--- src/rtl/alu_sched_pkg.sv ---
// Shared types and helpers for the round-robin ALU scheduler.
// No logic of its own; imported by the scheduler and its arbiter.
// Holds the sequencing FSM state encoding and the wrap-around index helper.
package alu_sched_pkg;

    typedef enum logic [1:0] {
        IDLE  = 2'd0,
        ISSUE = 2'd1,
        WAIT  = 2'd2,
        RESP  = 2'd3
    } state_t;

    // Default ALU mode field width used when the top is not overridden.
    localparam int DEF_MODE_W = 2;

    // Next requester index, wrapping from n-1 back to 0.
    function automatic int next_idx(input int v, input int n);
        return (v + 1 >= n) ? 0 : v + 1;
    endfunction

endpackage

--- src/rtl/alu_rr_scheduler_rr_arbiter.sv ---
// Round-robin arbiter: grants the first set request at or after ptr, wrapping.
// Latency: purely combinational, zero cycles.
// Backpressure: none of its own; en gates every grant (low -> grant is all zero).
module rr_arbiter
    import alu_sched_pkg::*;
#(
    parameter int NREQ  = 4,
    parameter int IDX_W = $clog2(NREQ)
) (
    input  logic [NREQ-1:0]  req,
    input  logic [IDX_W-1:0] ptr,
    input  logic             en,
    output logic [NREQ-1:0]  grant,
    output logic [IDX_W-1:0] grant_idx,
    output logic             any
);

    logic [IDX_W-1:0] idx;

    // Walk the requesters starting at ptr; the first valid one wins.
    always_comb begin
        grant     = '0;
        grant_idx = '0;
        any       = 1'b0;
        idx       = ptr;
        for (int k = 0; k < NREQ; k++) begin
            if (en && !any && req[idx]) begin
                grant[idx] = 1'b1;
                grant_idx  = idx;
                any        = 1'b1;
            end
            idx = IDX_W'(next_idx(int'(idx), NREQ));
        end
    end

endmodule

--- src/rtl/alu_rr_scheduler.sv ---
// Shares one registered ALU between NREQ requesters, one operation at a time.
// Latency: accept to rsp_valid is ALU_LAT+2 cycles; request period ALU_LAT+3.
// Backpressure: result is held in RESP until rsp_ready; no new grant meanwhile.
module alu_rr_scheduler
    import alu_sched_pkg::*;
#(
    parameter int NREQ    = 4,
    parameter int W       = 8,
    parameter int MODE_W  = DEF_MODE_W,
    parameter int Y_W     = 16,
    parameter int ALU_LAT = 1,
    parameter int IDX_W   = $clog2(NREQ)
) (
    input  logic                     clk,
    input  logic                     rst,
    input  logic [NREQ-1:0]          req_valid,
    output logic [NREQ-1:0]          req_ready,
    input  logic [NREQ*W-1:0]        req_a,
    input  logic [NREQ*W-1:0]        req_b,
    input  logic [NREQ*MODE_W-1:0]   req_mode,
    output logic [W-1:0]             alu_a,
    output logic [W-1:0]             alu_b,
    output logic [MODE_W-1:0]        alu_mode,
    input  logic [Y_W-1:0]           alu_y,
    output logic                     rsp_valid,
    input  logic                     rsp_ready,
    output logic [IDX_W-1:0]         rsp_id,
    output logic [Y_W-1:0]           rsp_y
);

    localparam int CNT_W = (ALU_LAT > 1) ? $clog2(ALU_LAT) : 1;

    state_t             state_q, state_d;
    logic [IDX_W-1:0]   ptr_q, ptr_d;
    logic [IDX_W-1:0]   gid_q, gid_d;
    logic [CNT_W-1:0]   cnt_q, cnt_d;
    logic [W-1:0]       alu_a_q, alu_a_d;
    logic [W-1:0]       alu_b_q, alu_b_d;
    logic [MODE_W-1:0]  alu_mode_q, alu_mode_d;
    logic               rsp_valid_q, rsp_valid_d;
    logic [IDX_W-1:0]   rsp_id_q, rsp_id_d;
    logic [Y_W-1:0]     rsp_y_q, rsp_y_d;

    logic [NREQ-1:0]    arb_grant;
    logic [IDX_W-1:0]   arb_idx;
    logic               arb_any;
    logic               arb_en;

    // Grants are only offered while idle, so at most one accept per operation.
    assign arb_en = (state_q == IDLE);

    rr_arbiter #(
        .NREQ  (NREQ),
        .IDX_W (IDX_W)
    ) u_arb (
        .req       (req_valid),
        .ptr       (ptr_q),
        .en        (arb_en),
        .grant     (arb_grant),
        .grant_idx (arb_idx),
        .any       (arb_any)
    );

    assign req_ready = arb_grant;
    assign alu_a     = alu_a_q;
    assign alu_b     = alu_b_q;
    assign alu_mode  = alu_mode_q;
    assign rsp_valid = rsp_valid_q;
    assign rsp_id    = rsp_id_q;
    assign rsp_y     = rsp_y_q;

    // Sequencing: accept -> drive ALU -> count down latency -> hold result.
    // Operands go straight into the ALU-facing registers on accept so they
    // are already stable in ISSUE and keep their value between operations.
    always_comb begin
        state_d     = state_q;
        ptr_d       = ptr_q;
        gid_d       = gid_q;
        cnt_d       = cnt_q;
        alu_a_d     = alu_a_q;
        alu_b_d     = alu_b_q;
        alu_mode_d  = alu_mode_q;
        rsp_valid_d = rsp_valid_q;
        rsp_id_d    = rsp_id_q;
        rsp_y_d     = rsp_y_q;
        case (state_q)
            IDLE: begin
                if (arb_any) begin
                    alu_a_d    = req_a[arb_idx*W +: W];
                    alu_b_d    = req_b[arb_idx*W +: W];
                    alu_mode_d = req_mode[arb_idx*MODE_W +: MODE_W];
                    gid_d      = arb_idx;
                    state_d    = ISSUE;
                end
            end
            ISSUE: begin
                cnt_d   = CNT_W'(ALU_LAT - 1);
                state_d = WAIT;
            end
            WAIT: begin
                if (cnt_q == '0) begin
                    rsp_y_d     = alu_y;
                    rsp_id_d    = gid_q;
                    rsp_valid_d = 1'b1;
                    state_d     = RESP;
                end else begin
                    cnt_d = cnt_q - 1'b1;
                end
            end
            RESP: begin
                if (rsp_ready) begin
                    rsp_valid_d = 1'b0;
                    ptr_d       = IDX_W'(next_idx(int'(gid_q), NREQ));
                    state_d     = IDLE;
                end
            end
            default: state_d = IDLE;
        endcase
    end

    // State and output registers; reset drops any operation in flight.
    always_ff @(posedge clk) begin
        if (rst) begin
            state_q     <= IDLE;
            ptr_q       <= '0;
            gid_q       <= '0;
            cnt_q       <= '0;
            alu_a_q     <= '0;
            alu_b_q     <= '0;
            alu_mode_q  <= '0;
            rsp_valid_q <= 1'b0;
            rsp_id_q    <= '0;
            rsp_y_q     <= '0;
        end else begin
            state_q     <= state_d;
            ptr_q       <= ptr_d;
            gid_q       <= gid_d;
            cnt_q       <= cnt_d;
            alu_a_q     <= alu_a_d;
            alu_b_q     <= alu_b_d;
            alu_mode_q  <= alu_mode_d;
            rsp_valid_q <= rsp_valid_d;
            rsp_id_q    <= rsp_id_d;
            rsp_y_q     <= rsp_y_d;
        end
    end

endmodule

--- config.mk ---
export PLATFORM = sky130hd
export DESIGN_NAME = alu_rr_scheduler
export DESIGN_NICKNAME = d
export VERILOG_FILES = /design/src/rtl/alu_sched_pkg.sv /design/src/rtl/alu_rr_scheduler_rr_arbiter.sv /design/src/rtl/alu_rr_scheduler.sv
export SDC_FILE = /design/constraint.sdc
export NUM_CORES = 1
export LEC_CHECK = 0
export CAP_MARGIN = 10
export CORE_ASPECT_RATIO = 0.8
export CORE_UTILIZATION = 43
export DETAILED_ROUTE_END_ITERATION = 16
export GPL_TIMING_DRIVEN = 0
export HOLD_SLACK_MARGIN = 0.03
export PLACE_DENSITY = 0.86
export SLEW_MARGIN = 25
export SYNTH_ARGS = -nofsm -noshare
export SYNTH_HDL_FRONTEND = slang
export SYNTH_SLANG_ARGS = --single-unit
--- constraint.sdc ---
create_clock -name clk -period 4.63 [get_ports clk]
set_input_delay 0.463 -clock clk [delete_from_list [all_inputs] [get_ports clk]]
set_output_delay 0.463 -clock clk [all_outputs]
set_load 0.005 [all_outputs]
==> changes_impl.md <==
## Implementation

- Setup Fix Bufs, Post-CTS: 0
- Highest-count logic cell in the final layout: clkdlybuf4s50_1
- Internal power: roughly 1100 µW
- Max clock buf depth: 2
- Yosys reg bits: roughly 43
- M1 WL: around 3400 µm
- Post-route setup TNS: 0 ns
- IO Count: ~140
- Non-clock inverters: 8
- Worst reg-to-reg path cell count: 10
- Peak supply drop: between 0.2 and 0.3 mV
- Status: finished, final reports clean
- Finish-stage setup viols: 0
- Final Non-Filler Cells: approximately 490
- Hold WS: ~0.5 ns
- Fp util: a little under half
- Mapped cell area: about 0.0026 mm²
- Clk_lat worst skew: slightly below 0.3 ns
- Non-Clock Buffer Count: 153
- Post-synth cell types: approximately 45
- Die area: around 0.0064 mm²
- Flop2flop setup slack: 1.15 ns
- FF-to-FF Start: ptr_q[0]$_SDFFE_PP0P_
- Gr ovfl total: 0
- Sw power: between 600 and 700 µW
- First-pass iteration count of the detailed router: 4
- Num CTS Buffers: 5
- Crit share post-route: approximately 90%
- Most Crowded Layer GR: met2
- Initial antenna violation count: 0
- YS warnings: 0
- Crit Reg-Reg Endpoint: alu_a[3]$_SDFFE_PP0P_
- Leading cell kind: combinational gates
- CTS tree: built
- Hold Vio Cnt, Final: 0
- Critical path class: reg2out
- Fin Clk Skew: around 0.006 ns
- Pre-CTS setup slack: ~0.99 ns
- Top sig layer: met4
- CLK BUF: 6
- Fillers: 448
- Final worst setup slack: between 0.5 and 0.6 ns
- Routed met3 length: 668 µm
- Final antenna-violating net count: 0
- Routed wl met2: 3780 µm
- Tapcells: between 70 and 80
- Critical path launch point type: flip-flop
- Logic share of the area: 38.5%
- All-Layer GR Usage: 26.6%
- Worst Setup EP: req_ready[0]
- Root buffer cell: clkbuf_8
- Dominant cells by area after synthesis: dfxtp_1 (33%), mux2i_1 (22%), nor2_1 (5.8%), o221a_1 (4.3%), ha_1 (3.8%)
- Most instantiated logic cells after routing: clkdlybuf4s50_1 (135), mux2i_1 (58), dfxtp_1 (43)
- Synth cell count leaders: mux2i_1 (58), dfxtp_1 (43), nor2_1 (40)
- Die W: ~89 µm
- Final Net Count: about 520
- Cell depth of the worst min-delay path: 2
- RSZ-0062 raised after global routing: no
- Number of enable flip-flop cells: 0
- Buffering overhead: about 36%
- Final WL: between 8000 and 9000 µm
- Synth top cell by count: mux2i_1
- # Cells Yosys: about 270
- Critical path origin: ptr_q[0]$_SDFFE_PP0P_
- Seq pwr share: a little under a third
- Power Clock: about 250 µW
- Logic power comb: just under 1000 µW
- Die height: roughly 72 µm
- PD cells: around 430 mW/mm²
- Fin. max-slew vios: 0
- YS chip area: 0.00260 mm²
- P_leak: 0.00151 µW
- Vias/cell: between 5 and 6
- Area Overhead vs Synth: 59.1%
- GR Util met1: 33.2%
- First-pass GRT wire length: 13100 µm
- HP Start: rsp_y[12]$_SDFFE_PP0P_
- DPL Wire Length: about 6200 µm
- Fmax: approximately 0.25 GHz
- Sequential fraction of the synthesis area: around a third
- CTS H-tree depth: 2
- Measured slew at the worst slew-check pin: 0.765 ns
- Sequential power: 553 µW
- Met3 usage: 9.33%
- Comb area: around 0.0016 mm²
- Post-synthesis cell count: 274
- HP Class: reg2reg
- Sequential cell area: approximately 860 µm²
- Combinational share of power: 55.4%
- Ant diodes: 0
- Clock sink count: 43
- Syn_area_per_cell: 9.49 µm²
- Iteration-0 DRC Markers: 112
- DRC: 0
- Syn_nets: 377
- Worst Hold Path EP: rsp_y[12]$_SDFFE_PP0P_
- Finished Cell Area: roughly 0.0041 mm²
- Combinational Gates: between 200 and 250
- Pwr top: combinational logic
- Vias in the first global route: between 2000 and 3000
- Hold bufs inserted after CTS: 0
- CP Data Arrival Time: 3.59 ns
- Number of max-cap violations: 0
- DP Area: ~0.004 mm²
- Ys async rst share: 0%
- Main synth FF type: dfxtp_1
- Final Power: 1790 µW
- Min Tclk post-route: between 4 and 5 ns
- GPL Wtd Cong: between 0.8 and 0.9
- Placed cell count: 487
- Crit. End Element: output pin
- Core area: roughly 0.0056 mm²
- Tool warnings: 32
- Cts repair resizes: 0
- Relative slew slack: about half
- FF+latch count: 43
- Area share, top type: 33.1%
- Power share of the clock group: a little over an eighth
- Worst EP required: ~4.2 ns
- Post-synth top area cell: dfxtp_1
- PortBufs: ~140
- Std cell rows: 24
- Post-DR wirelength/cell: 16.2 µm
- Final core utilization: between 70% and 80%
- Pin count of the biggest net entering global routing: 13
- Layout clock area frac: under 10%
- Fraction of layout cells with a size suffix above 1: under 10%
- Worst-path fanout max: 10
- Switching part of the total power: between 30% and 40%
- Clock slew at reported path FFs: around 0.080 ns
- Seq area share: roughly a fifth
[sequential cells by signal, summed over array words and instances (netlist names)]
signal and count:
state_q 2, ptr_q 2, alu_mode 2, alu_b 8, alu_a 8, rsp_y 16
rsp_id 2, rsp_valid 1, gid_q 2
[logic make-up after synthesis]
logic type      count (synthesis)  synth area share (%)
fa+ha+maj                       8                  3.85
flops                          43                  33.1
xor+xnor                        1                 0.337
simple gates                   80                  13.7
buf+inv                        26                  5.68
mux                            62                  25.5
compound gates                 54                  17.9
[worst max-delay path, cell delays in order, from the launching register on]
cell and delay (ns):
dfxtp_1 0.51, inv_1 0.18, ha_1 0.34, buf_2 0.20, xnor2_1 0.21, mux2i_1 0.42
nand2_1 0.17, nor3_1 0.45, a222oi_1 0.19, o21ai_0 0.10, clkdlybuf4s50_1 0.52
==> images/layer_met1.png <==
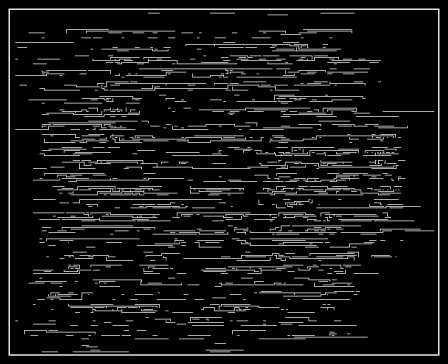
share of all routed wire: 42%
wire length on this layer: 3350 µm
longest straight run: 29.4 µm
main direction: horizontal

==> images/layer_met2.png <==
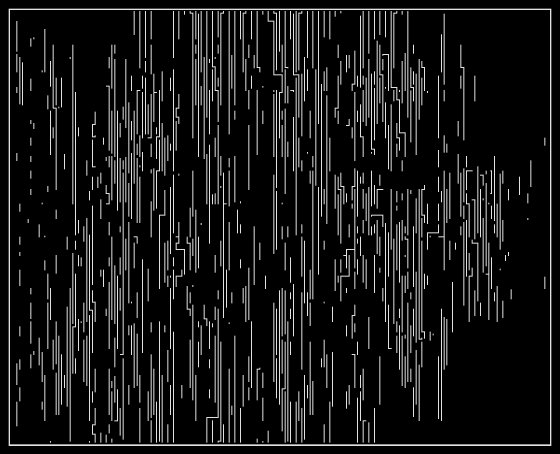
longest straight run: 29.9 µm
wire length on this layer: 3780 µm
share of all routed wire: 47%
vias after detailed routing: 2733
M2 GR Usage: 42.4%

Power and IR drop assume default switching activity.
